==> config.mk <==
export PLATFORM = sky130hd
export DESIGN_NAME = leaf_feeder
export DESIGN_NICKNAME = d
export VERILOG_FILES = /design/src/rtl/leaf_feeder_pkg.sv /design/src/rtl/leaf_feeder_fifo.sv /design/src/rtl/leaf_feeder.sv
export SDC_FILE = /design/constraint.sdc
export NUM_CORES = 1
export LEC_CHECK = 0
export ABC_CLOCK_PERIOD_IN_PS = 8060
export CAP_MARGIN = 5
export CORE_MARGIN = 2
export CORE_UTILIZATION = 51
export DETAILED_ROUTE_END_ITERATION = 10
export PLACE_DENSITY = 0.76
export SYNTH_ARGS = -nofsm -noshare
export SYNTH_HDL_FRONTEND = slang
export SYNTH_SLANG_ARGS = --single-unit
==> constraint.sdc <==
create_clock -name CLK -period 8.06 [get_ports CLK]
set_clock_uncertainty 0.1 [all_clocks]
set_input_delay 1.612 -clock CLK [delete_from_list [all_inputs] [get_ports CLK]]
set_output_delay 1.612 -clock CLK [all_outputs]
set_load 0.05 [all_outputs]
==> images/flops_by_reg.png <==
Scale bar: 50 um.
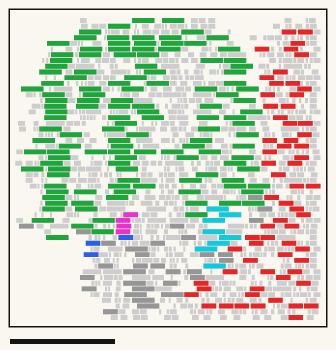
signal	color	placed flops
u_req_q.cnt	blue	3
sent_sentinel	magenta	4
DOT	red	64
u_tag_q.mem	cyan	8
remaining	green	128
flip-flop and latch area: 6206 sq um
utilization after layout: 65.49%

==> images/cell_density.png <==
The die is cut into 15 by 15 equal tiles; white is low, dark blue is high, 0 to 100% covered.
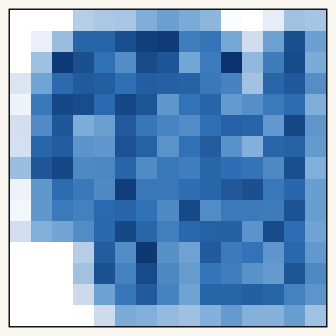
tiles over 75% full	33%
nearly empty tiles	8.9%
emptiest ninth of the die	bottom left
standard cell core area: 21,020 sq um
Initial Util: 52.11%

==> images/layer_met3.png <==
Scale bar: 50 um.
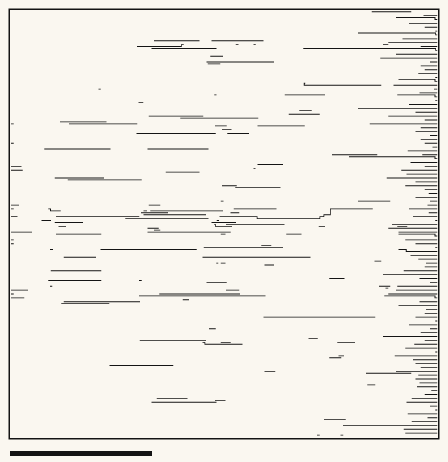
nets with wire on the layer	179
share of all routed wire	8.8%
longest straight run	46.5 um
wire length on this layer	2,320 um
post-detailed-routing wire length: 26,360 um
fraction of met3 tracks used by global routing: 3.758%
detailed-route via count: 8,041

==> ci_impl_report.md <==
### Flow metrics

| Metric | Value |
|---|---|
| Max-area cell class | `flip-flops and latches` |
| Setup crit end kind | `output pin` |
| Cell types occupying the most area after synthesis | `edfxtp_1 39%, dfxtp_1 17%, mux2i_1 7.9%` |
| Tmin final | `~7000 ps` |
| #FFs+latches synth | `about 240` |
| H-tree depth | `1` |
| Async set-or-reset flop fraction in the synthesized netlist | `0%` |
| Layout overhead on the synthesized area | `25.68%` |
| Antenna viol nets, final | `0` |
| Synth Flop Type | `edfxtp_1` |
| Sequential cell area share | `between 40% and 50%` |
| Synthesized-area fraction occupied by and/or/nand/nor cells | `between 15 and 20%` |
| Dpl hpwl | `~18,000 um` |
| Most common cell in the netlist | `nor2_1` |
| Remaining DRCs | `0` |
| Maximum VDD drop | `between 0.15 and 0.2 mV` |
| Reg2Reg Setup Slack | `roughly 2200 ps` |
| Status | `finished, final reports clean` |
| Number of DRC markers after the initial detailed-route iteration | `between 600 and 700` |
| Number of unique standard cell types used by synthesis | `approximately 60` |
| Floorplan die area | `approximately 23,000 sq um` |
| Top power group | `sequential cells` |
| Post-synthesis sequential area ratio | `56.65%` |
| Category of the most critical setup path | `reg2out` |
| Ys cells | `about 1,000` |
| XORs/XNORs by Area | `2.798%` |
| Post-synth top area share | `39.47%` |
| Worst Path Max Fanout | `28` |
| Antenna diode count | `0` |
| Number of synthesized flops with an enable pin | `approximately 140` |
| Measured slew at the worst slew-check pin | `around 800 ps` |
| Number of buffers added by the clock tree synthesis step | `25` |
| Endpoint required time on the critical path | `around 6400 ps` |
| Share of layout cells above drive strength 1 | `9.839%` |
| Number of global-route vias before repair | `slightly below 8,000` |
| Worst-case reg-to-reg path depth | `13` |
| Adder-cell area share of the yosys netlist | `~1.7%` |
| Antenna violations before repair | `0` |
| Final tally of hold violations | `0` |
| Netlist area before placement | `10,950 sq um` |
| Maximum clock frequency | `~140 MHz` |
| Final Max Tran Viols | `0` |
| CP max stage cell | `clkdlybuf4s50_1` |
| Die span in x | `roughly 150 um` |
| Global routing usage summed across all routing layers | `23.04%` |
| Count of clock tree sinks | `~240` |
| Number of flip-flops and latches | `approximately 240` |
| Number of well-tap cells placed | `between 200 and 300` |
| Sequential share of power | `between 40% and 50%` |
| Maximum single-stage delay on the critical path | `710 ps` |
| Log Warnings | `33` |
| Final weighted congestion of routability-driven global placement | `slightly above 0.8` |
| Hold_buf cts | `0` |
| Largest non-sequential cell family by area | `simple AND/OR/NAND/NOR gates` |
| Cells on Worst Hold Path | `2` |
| Largest net degree at the start of global routing | `around 75` |
| Power consumed by combinational cells | `a little over 0.0009 W` |
| Area share of and-or/or-and cells after synthesis | `slightly below 9%` |
| Category of the worst setup path launch point | `flop` |
| Pwr per Cell Area | `255.5 nW/um^2` |
| Number of clock buffer instances in the layout | `roughly 41` |
| Internal power contribution | `between 0.002 and 0.0025 W` |
| Combinational share of power | `about a quarter` |
| Average instance area after synthesis | `around 11 sq um` |
| Boundary pin count | `~180` |
| Late-Pin Clk Latency | `a little over 500 ps` |
| Path length in cells of the critical path | `13` |
| Clk pwr share | `between 30 and 40%` |
| Flop+latch power | `0.00147 W` |
| Combinational fraction of the cell area | `30.78%` |
| Non-clock buffer count | `199` |
| Headroom to the max-slew limit | `about 47%` |
| Final setup TNS | `0 ps` |
| Wire per inst | `about 18 um` |
| Critical-path cell list | `mux2_4 -> o21ai_4 -> clkinv_2 -> buf_4 -> buf_4 -> mux2i_1 -> mux2i_1 -> nor4_2 -> nand3b_1 -> or3_1 -> nand2_1 -> nor2_1 -> clkdlybuf4s50_1` |
| Number of resized instances in the post-cts repair step | `0` |
| Vias/cell | `roughly 5.5` |
| TritonCTS clock tree | `yes` |
| Non-clk buf share | `14.09%` |
| Number of buffer and inverter instances along the worst setup path | `4` |
| Unrepaired setup endpoints after global routing | `no` |
| Kind of path behind the tightest hold check | `reg2reg` |
| Crit path max-delay family | `buffers and inverters` |
| Iteration tally of the first detailed-router pass | `5` |
| Row count | `roughly 53` |
| Overflow left after global routing | `0` |
| Net switching power of the design | `around 0.0011 W` |
| Number of flip-flops under the largest register name | `around 130` |
| Chip area from the yosys synthesis statistics | `10,950 sq um` |
| Most instantiated cells after synthesis | `195 x nor2_1, 144 x edfxtp_1, 94 x dfxtp_1` |
| Die H | `between 150 and 200 um` |
| Logic area | `between 4000 and 5000 sq um` |
| Clock network area share | `6.007%` |
| First-pass GRT wire length | `between 40,000 and 50,000 um` |
| Number of nets at floorplan | `~1,100` |
| Buffers added on ports | `180` |
==> cell usage in the layout (no fill, tap or decap), types with 3 or more instances in the layout <==
cell and n:
or3_1 6, and2_1 6, o21ai_1 3, clkdlybuf4s50_1 179
clkbuf_1 5, a32oi_1 3, xnor2_1 15, edfxtp_1 144
o21ai_0 72, a21oi_1 14, a22oi_1 7, nor4_2 3
a22oi_2 20, nand3_1 4, mux2i_1 87, mux4_2 7
nor4_4 3, nor4_1 10, buf_4 19, nand2b_1 3
nor2_1 194, clkbuf_8 6, nor3_1 78, and3_1 6
ha_1 12, clkbuf_16 28, clkinv_2 5, nor2b_1 3
a2bb2oi_1 4, xor2_1 20, nand2_1 25, inv_1 52
dfxtp_1 94
==> layer usage <==
layer	vias to the layer above	part of all wire [%]	GRT usage, %	wire length [um]
met5	-	0	0	0
met1	3825	41	30.29	10750
met3	48	8.8	3.758	2318
li1	3854	-	-	-
met4	0	2.4	7.264	639
met2	314	48	39.09	12650
==> tightest hold or removal path: cells and delay by family, from the launching register on <==
family	cells	cell delay, ps
and+or+nand+nor	2	130
DFF	1	320
==> through the flow <==
| step | hold slack (ps) | cells | power, W | setup WS, ps | cell area [sq um] |
|---|---|---|---|---|---|
| floorplan | 346.1 | 996 | 0.002128 | 1898 | 10950 |
| global placement | 361.2 | 1410 | 0.002400 | 1796 | 12940 |
| detailed placement | 377.7 | 1410 | 0.002417 | 1634 | 12940 |
| CTS | 391.3 | 1454 | 0.003539 | 1096 | 13770 |
| global route | 401.7 | 1454 | 0.003662 | 816.2 | 13770 |
| finish | 388.0 | 1454 | 0.003517 | 1160 | 13770 |
Power and IR drop assume default switching activity.
